[src/rtl/hazard_sequencer_pkg.sv]
// Shared definitions for the hazard sequencer: condition codes, NZCV bit positions,
// forward-select encoding and the in-flight stage tag.
package hazard_sequencer_pkg;

   localparam logic [3:0] COND_EQ = 4'h0;
   localparam logic [3:0] COND_NE = 4'h1;
   localparam logic [3:0] COND_CS = 4'h2;
   localparam logic [3:0] COND_CC = 4'h3;
   localparam logic [3:0] COND_MI = 4'h4;
   localparam logic [3:0] COND_PL = 4'h5;
   localparam logic [3:0] COND_VS = 4'h6;
   localparam logic [3:0] COND_VC = 4'h7;
   localparam logic [3:0] COND_HI = 4'h8;
   localparam logic [3:0] COND_LS = 4'h9;
   localparam logic [3:0] COND_GE = 4'hA;
   localparam logic [3:0] COND_LT = 4'hB;
   localparam logic [3:0] COND_GT = 4'hC;
   localparam logic [3:0] COND_LE = 4'hD;
   localparam logic [3:0] COND_AL = 4'hE;
   localparam logic [3:0] COND_NV = 4'hF;

   localparam int FLAG_N = 3;
   localparam int FLAG_Z = 2;
   localparam int FLAG_C = 1;
   localparam int FLAG_V = 0;

   typedef enum logic [1:0] {
      FWD_RF  = 2'd0,
      FWD_EX  = 2'd1,
      FWD_MEM = 2'd2,
      FWD_WB  = 2'd3
   } fwd_sel_e;

   // Wide enough for any supported register index width; narrower indices are zero-extended.
   localparam int TAG_RD_W = 8;

   typedef struct packed {
      logic                valid;
      logic [TAG_RD_W-1:0] rd;
      logic                writes_rd;
      logic                is_load;
      logic                is_mem;
      logic                set_cond;
   } stage_tag_t;

   localparam stage_tag_t TAG_EMPTY = '0;

   function automatic logic tag_writes(input stage_tag_t t, input logic [TAG_RD_W-1:0] r);
      return t.valid & t.writes_rd & (t.rd == r);
   endfunction

   // Youngest producer wins.
   function automatic fwd_sel_e fwd_pick(input logic in_ex, input logic in_mem, input logic in_wb);
      if (in_ex)  return FWD_EX;
      if (in_mem) return FWD_MEM;
      if (in_wb)  return FWD_WB;
      return FWD_RF;
   endfunction

endpackage

[src/rtl/hazard_sequencer_cond_eval.sv]
// ARM condition-code evaluator: purely combinational, cond + NZCV -> pass.
module hazard_sequencer_cond_eval
   import hazard_sequencer_pkg::*;
(
   input  logic [3:0] cond,
   input  logic [3:0] flags,
   output logic       pass
);

   logic n, z, c, v;

   assign n = flags[FLAG_N];
   assign z = flags[FLAG_Z];
   assign c = flags[FLAG_C];
   assign v = flags[FLAG_V];

   // NOTE: assigning a default before the case keeps every path driven, so no latch is inferred.
   always_comb begin
      pass = 1'b0;
      case (cond)
         COND_EQ: pass = z;
         COND_NE: pass = ~z;
         COND_CS: pass = c;
         COND_CC: pass = ~c;
         COND_MI: pass = n;
         COND_PL: pass = ~n;
         COND_VS: pass = v;
         COND_VC: pass = ~v;
         COND_HI: pass = c & ~z;
         COND_LS: pass = ~c | z;
         COND_GE: pass = (n == v);
         COND_LT: pass = (n != v);
         COND_GT: pass = ~z & (n == v);
         COND_LE: pass = z | (n != v);
         COND_AL: pass = 1'b1;
         COND_NV: pass = 1'b0;
         default: pass = 1'b0;
      endcase
   end

endmodule

[src/rtl/hazard_sequencer.sv]
// Pipeline sequencing controller: in-flight tags, NZCV, hazard stall, kill, branch flush, memory freeze.
// Optional build macro HAZ_FORWARD_EN enables EX/MEM/WB operand forwarding with load-use stalls only.
module hazard_sequencer
   import hazard_sequencer_pkg::*;
#(
   parameter int REG_ADDR_W     = 4,
   parameter int BRANCH_PENALTY = 1
) (
   input  logic                  clk,
   input  logic                  rst_n,
   input  logic                  id_valid,
   input  logic [REG_ADDR_W-1:0] id_rn,
   input  logic [REG_ADDR_W-1:0] id_rm,
   input  logic                  id_uses_rm,
   input  logic [REG_ADDR_W-1:0] id_rd,
   input  logic                  id_writes_rd,
   input  logic                  id_is_load,
   input  logic                  id_is_mem,
   input  logic                  id_is_branch,
   input  logic [3:0]            id_cond,
   input  logic                  id_set_cond,
   input  logic [3:0]            ex_flags,
   input  logic                  mem_ready,
   output logic [3:0]            flags,
   output logic                  cond_pass,
   output logic                  pc_stall,
   output logic                  if_id_stall,
   output logic                  id_ex_bubble,
   output logic                  if_flush,
   output logic                  branch_taken,
   output logic                  freeze,
   output logic [1:0]            fwd_a,
   output logic [1:0]            fwd_b
);

   localparam logic [1:0] FLUSH_LOAD = 2'(BRANCH_PENALTY);

   stage_tag_t          tag_ex, tag_mem, tag_wb, tag_id;
   logic [1:0]          flush_cnt;
   logic [TAG_RD_W-1:0] rn_w, rm_w, rd_w;
   logic                pass, id_live;
   logic                rn_ex, rn_mem, rn_wb, rm_ex, rm_mem, rm_wb;
   logic                raw_hazard, flag_hazard, hazard, stall, kill, take;
   logic                unused_tag_bits;

   hazard_sequencer_cond_eval u_cond_eval (
      .cond  (id_cond),
      .flags (flags),
      .pass  (pass)
   );

   // Gating with rst_n forces every combinational output low while reset is held,
   // even when decode keeps presenting an instruction.
   assign id_live = id_valid & rst_n;
   assign rn_w    = TAG_RD_W'(id_rn);
   assign rm_w    = TAG_RD_W'(id_rm);
   assign rd_w    = TAG_RD_W'(id_rd);

   assign rn_ex  = tag_writes(tag_ex,  rn_w);
   assign rn_mem = tag_writes(tag_mem, rn_w);
   assign rn_wb  = tag_writes(tag_wb,  rn_w);
   assign rm_ex  = id_uses_rm & tag_writes(tag_ex,  rm_w);
   assign rm_mem = id_uses_rm & tag_writes(tag_mem, rm_w);
   assign rm_wb  = id_uses_rm & tag_writes(tag_wb,  rm_w);

`ifdef HAZ_FORWARD_EN
   // Only a load still in EX has no value to forward yet.
   assign raw_hazard = (rn_ex | rm_ex) & tag_ex.is_load;
   assign fwd_a      = id_live ? fwd_pick(rn_ex, rn_mem, rn_wb) : FWD_RF;
   assign fwd_b      = id_live ? fwd_pick(rm_ex, rm_mem, rm_wb) : FWD_RF;
`else
   assign raw_hazard = rn_ex | rn_mem | rn_wb | rm_ex | rm_mem | rm_wb;
   assign fwd_a      = FWD_RF;
   assign fwd_b      = FWD_RF;
`endif

   // Some tag fields only matter in one build or one stage.
   assign unused_tag_bits = ^{tag_ex.is_load, tag_mem.is_load, tag_mem.set_cond,
                              tag_wb.is_load, tag_wb.is_mem, tag_wb.set_cond};

   assign freeze      = tag_mem.valid & tag_mem.is_mem & ~mem_ready;
   assign flag_hazard = (id_cond != COND_AL) & tag_ex.valid & tag_ex.set_cond;
   assign hazard      = raw_hazard | flag_hazard;
   assign stall       = id_live & hazard;
   assign take        = id_live & id_is_branch & pass & ~hazard;
   assign kill        = id_live & ~id_is_branch & ~pass & ~hazard;
   assign cond_pass   = id_live & pass;

   always_comb begin
      pc_stall     = 1'b0;
      if_id_stall  = 1'b0;
      id_ex_bubble = 1'b0;
      branch_taken = 1'b0;
      if_flush     = 1'b0;
      if (!freeze) begin
         pc_stall     = stall;
         if_id_stall  = stall;
         id_ex_bubble = stall;
         branch_taken = take;
         if_flush     = (flush_cnt != 2'd0);
      end
   end

   // A stalled or killed instruction enters EX as an empty tag.
   always_comb begin
      tag_id = TAG_EMPTY;
      if (id_live && !hazard && !kill) begin
         tag_id.valid     = 1'b1;
         tag_id.rd        = rd_w;
         tag_id.writes_rd = id_writes_rd;
         tag_id.is_load   = id_is_load;
         tag_id.is_mem    = id_is_mem;
         tag_id.set_cond  = id_set_cond;
      end
   end

   // NOTE: sequential state uses non-blocking assignments so every register samples pre-edge values.
   always_ff @(posedge clk or negedge rst_n) begin
      if (!rst_n) begin
         tag_ex    <= TAG_EMPTY;
         tag_mem   <= TAG_EMPTY;
         tag_wb    <= TAG_EMPTY;
         flags     <= 4'b0000;
         flush_cnt <= 2'd0;
      end else if (!freeze) begin
         tag_ex  <= tag_id;
         tag_mem <= tag_ex;
         tag_wb  <= tag_mem;
         if (tag_ex.valid && tag_ex.set_cond) flags <= ex_flags;
         if (take)                    flush_cnt <= FLUSH_LOAD;
         else if (flush_cnt != 2'd0)  flush_cnt <= flush_cnt - 2'd1;
      end
   end

endmodule
[config.mk]
export PLATFORM = sky130hd
export DESIGN_NAME = hazard_sequencer
export DESIGN_NICKNAME = d
export VERILOG_FILES = /design/src/rtl/hazard_sequencer_pkg.sv /design/src/rtl/hazard_sequencer_cond_eval.sv /design/src/rtl/hazard_sequencer.sv
export SDC_FILE = /design/constraint.sdc
export NUM_CORES = 1
export LEC_CHECK = 0
export CORE_ASPECT_RATIO = 1.4
export CORE_UTILIZATION = 35
export DETAILED_ROUTE_END_ITERATION = 16
export DONT_BUFFER_PORTS = 1
export PLACE_DENSITY = 0.59
export SYNTH_ARGS = -nofsm -noshare
export SYNTH_HDL_FRONTEND = slang
export SYNTH_HIERARCHICAL = 1
export SYNTH_SLANG_ARGS = --single-unit
[constraint.sdc]
create_clock -name clk -period 3.9 [get_ports clk]
set_input_delay 0.39 -clock clk [delete_from_list [all_inputs] [get_ports clk]]
set_output_delay 0.39 -clock clk [all_outputs]
set_load 0.01 [all_outputs]
Figure 1. Placed standard cells.
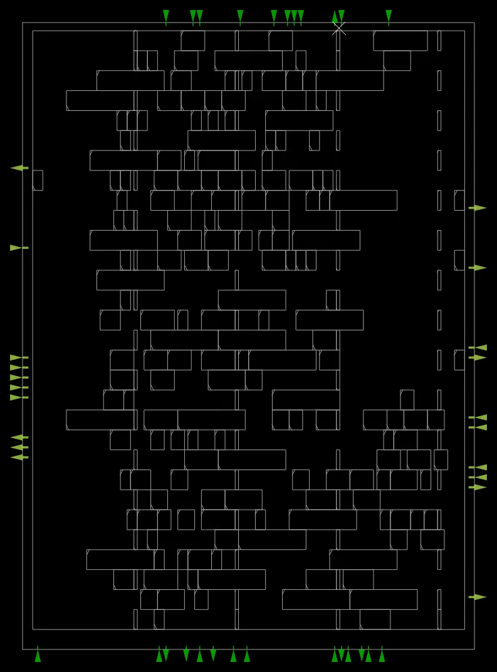
flop share of the area: 37.0%
Tapcells: 64
fin util: 38.0%
Non-Filler Instances: 249

Figure 2. Signal metal coverage by tile.
The bar under the picture is 20 um long. The die is cut into 12 by 17 equal tiles; dark purple is low, yellow is high, scaled to the fullest tile. Values are wire area over tile area, all layers added.
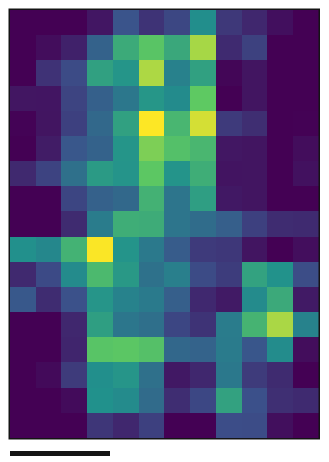
tiles over half the peak: 22%
fullest tile: 0.45
densest ninth of the die: north
emptiest ninth of the die: north-east
nearly empty tiles: 20%

Figure 3. Cells by drive strength.
The bar under the picture is 20 um long.
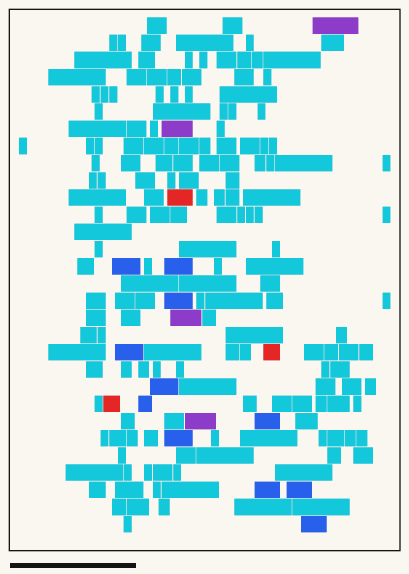
| color | size | cells | share | most used |
|---|---|---|---|---|
| purple | drive 6 and up | 4 | 2.2% | clkbuf_8 |
| red | drive 3 to 4 | 3 | 1.6% | buf_4 |
| cyan | drive 1 or less | 167 | 90% | nand2_1 |
| blue | drive 2 | 11 | 5.9% | o31ai_2 |

Figure 4. Routed clock nets over the placement.
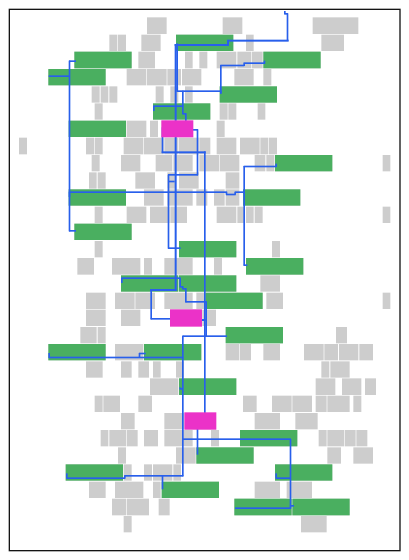
[green] flip-flops | count: 27
[blue] clock wires | length: 425 um
[magenta] cells driving clock nets | count: 3
routed clock nets: 4

==> ci_impl_report.md <==
### Yosys + OpenROAD results

| Metric | Value |
|---|---|
| OpenROAD warning count | 27 |
| Crit-path leading delay family | AND-OR/OR-AND gates |
| P&R area growth vs syn | 4.89% |
| Seq share, synth | 38.8% |
| Crit path depth | 10 |
| Sequential cell area | 676 um^2 |
| Status | finished, violations left |
| Full die area | 5260 um^2 |
| Max reg flops | 8 |
| Slew Viols, Final | 0 |
| Rows | 30 |
| # diodes | 0 |
| Yosys warns | 6 |
| CTS Root Cell | clkbuf_8 |
| Flip-flops | 27 |
| CTS tree | done |
| Worst r2r path cells | 10 |
| Flop pwr share | 51.5% |
| NonClk Buf Share | 2.47% |
| Most frequent cells in the layout | nand2_1 (40), dfrtp_1 (27), xor2_1 (18), xnor2_1 (11), o2111ai_1 (7) |
| PnR worst setup slack | 940 ps |
| Met3 WL | 233 um |
| Number of logic gates | 145 |
| Unrepaired setup endpoints after global routing | false |
| Regs by FF count | tag_ex (8), tag_mem (7), tag_wb (6) |
| Core region area | 4800 um^2 |
| Min Tclk post-route | 2960 ps |
| Cell mode on critical path | xor2_1 |
| End of the worst register-to-register path | flush_cnt[1] |
| Drt initial violations | 48 |
| Failing checks | DRC |
| Synth Area in Compound Gates | 14.9% |
| Pwr Density | 372 nW/um^2 |
| Drc violations | 1 |
| Ys cells | 190 |
| Pre-CTS setup slack | 1300 ps |
| Largest cell class | logic gates |
| PostCTS Resize Cnt | 0 |
| Mux frac, synth | 3.74% |
| CP Capture Point | branch_taken |
| Simple-Gate Area Share | 20.4% |
| Gate power share | 23.4% |
| HP Start | mem_ready |
| Antenna violation net count after detailed routing | 0 |
| HPWL Detailed | 2900 um |
| M1 GR Usage | 19.3% |
| Placed inst area | 1750 um^2 |
| Initial antenna violation count | 0 |
| Hold Path End | tag_wb[12] |
| Worst Setup SP | flags[3] |
| R2R setup slack | 1530 ps |
| Crit-path cells | xor2_1, xor2_1, a2111oi_1, a311oi_1, o22ai_1, buf_4, nand2_1, nor3_1, nand4_1, nor2_1 |
| Global Route met2 Usage | 28.4% |
| Routability cong. | 0.731 |
| Drt pass-1 iters | 10 |
| Top-area cell share | 38.8% |
| Clock power share | 25.0% |
| Top Metal Used | met4 |
| Invs w/o clock | 5 |
| WL/cell | 16.1 um |
| Synthesized area | 1740 um^2 |
| Design area | 1830 um^2 |
| CP Launch Type | flip-flop |
| Top cell excl fill/tap | nand2_1 |
| Ys async rst share | 100% |
| Top cells by area, synth | dfrtp_1 (39%), xor2_1 (9.1%), nand2_1 (8.6%), xnor2_1 (5.5%), o31ai_2 (4.3%) |
| Hold/Removal Path Class | input port to flip-flop |
| Final Hold Fails | 0 |
| Flops after synth | 27 |
| Most frequent cells after synthesis | nand2_1 (40), dfrtp_1 (27), xor2_1 (18) |
| Bufs on Longest Clock Path | 2 |
| Biggest register | tag_ex |
| F_max | 0.338 GHz |
| Number of fill cells | 523 |
| Peak supply drop | 0.208 mV |
| Routing usage on met3 | 3.96% |
| Number of port buffers | 0 |
| Post-CTS setup repair buffer count | 0 |
| Tcrit/Tclk final | 75.9% |
| Measured slew at the worst slew-check pin | 626 ps |
| Largest Pwr Group | sequential cells |
| Logic share of the area | 52.6% |
| Yosys xor share | 14.6% |
| Power Sequential | 0.000350 W |
| Slew HR | 58.1% |
Power figures rest on the tool's default switching activity, not on a simulated workload.
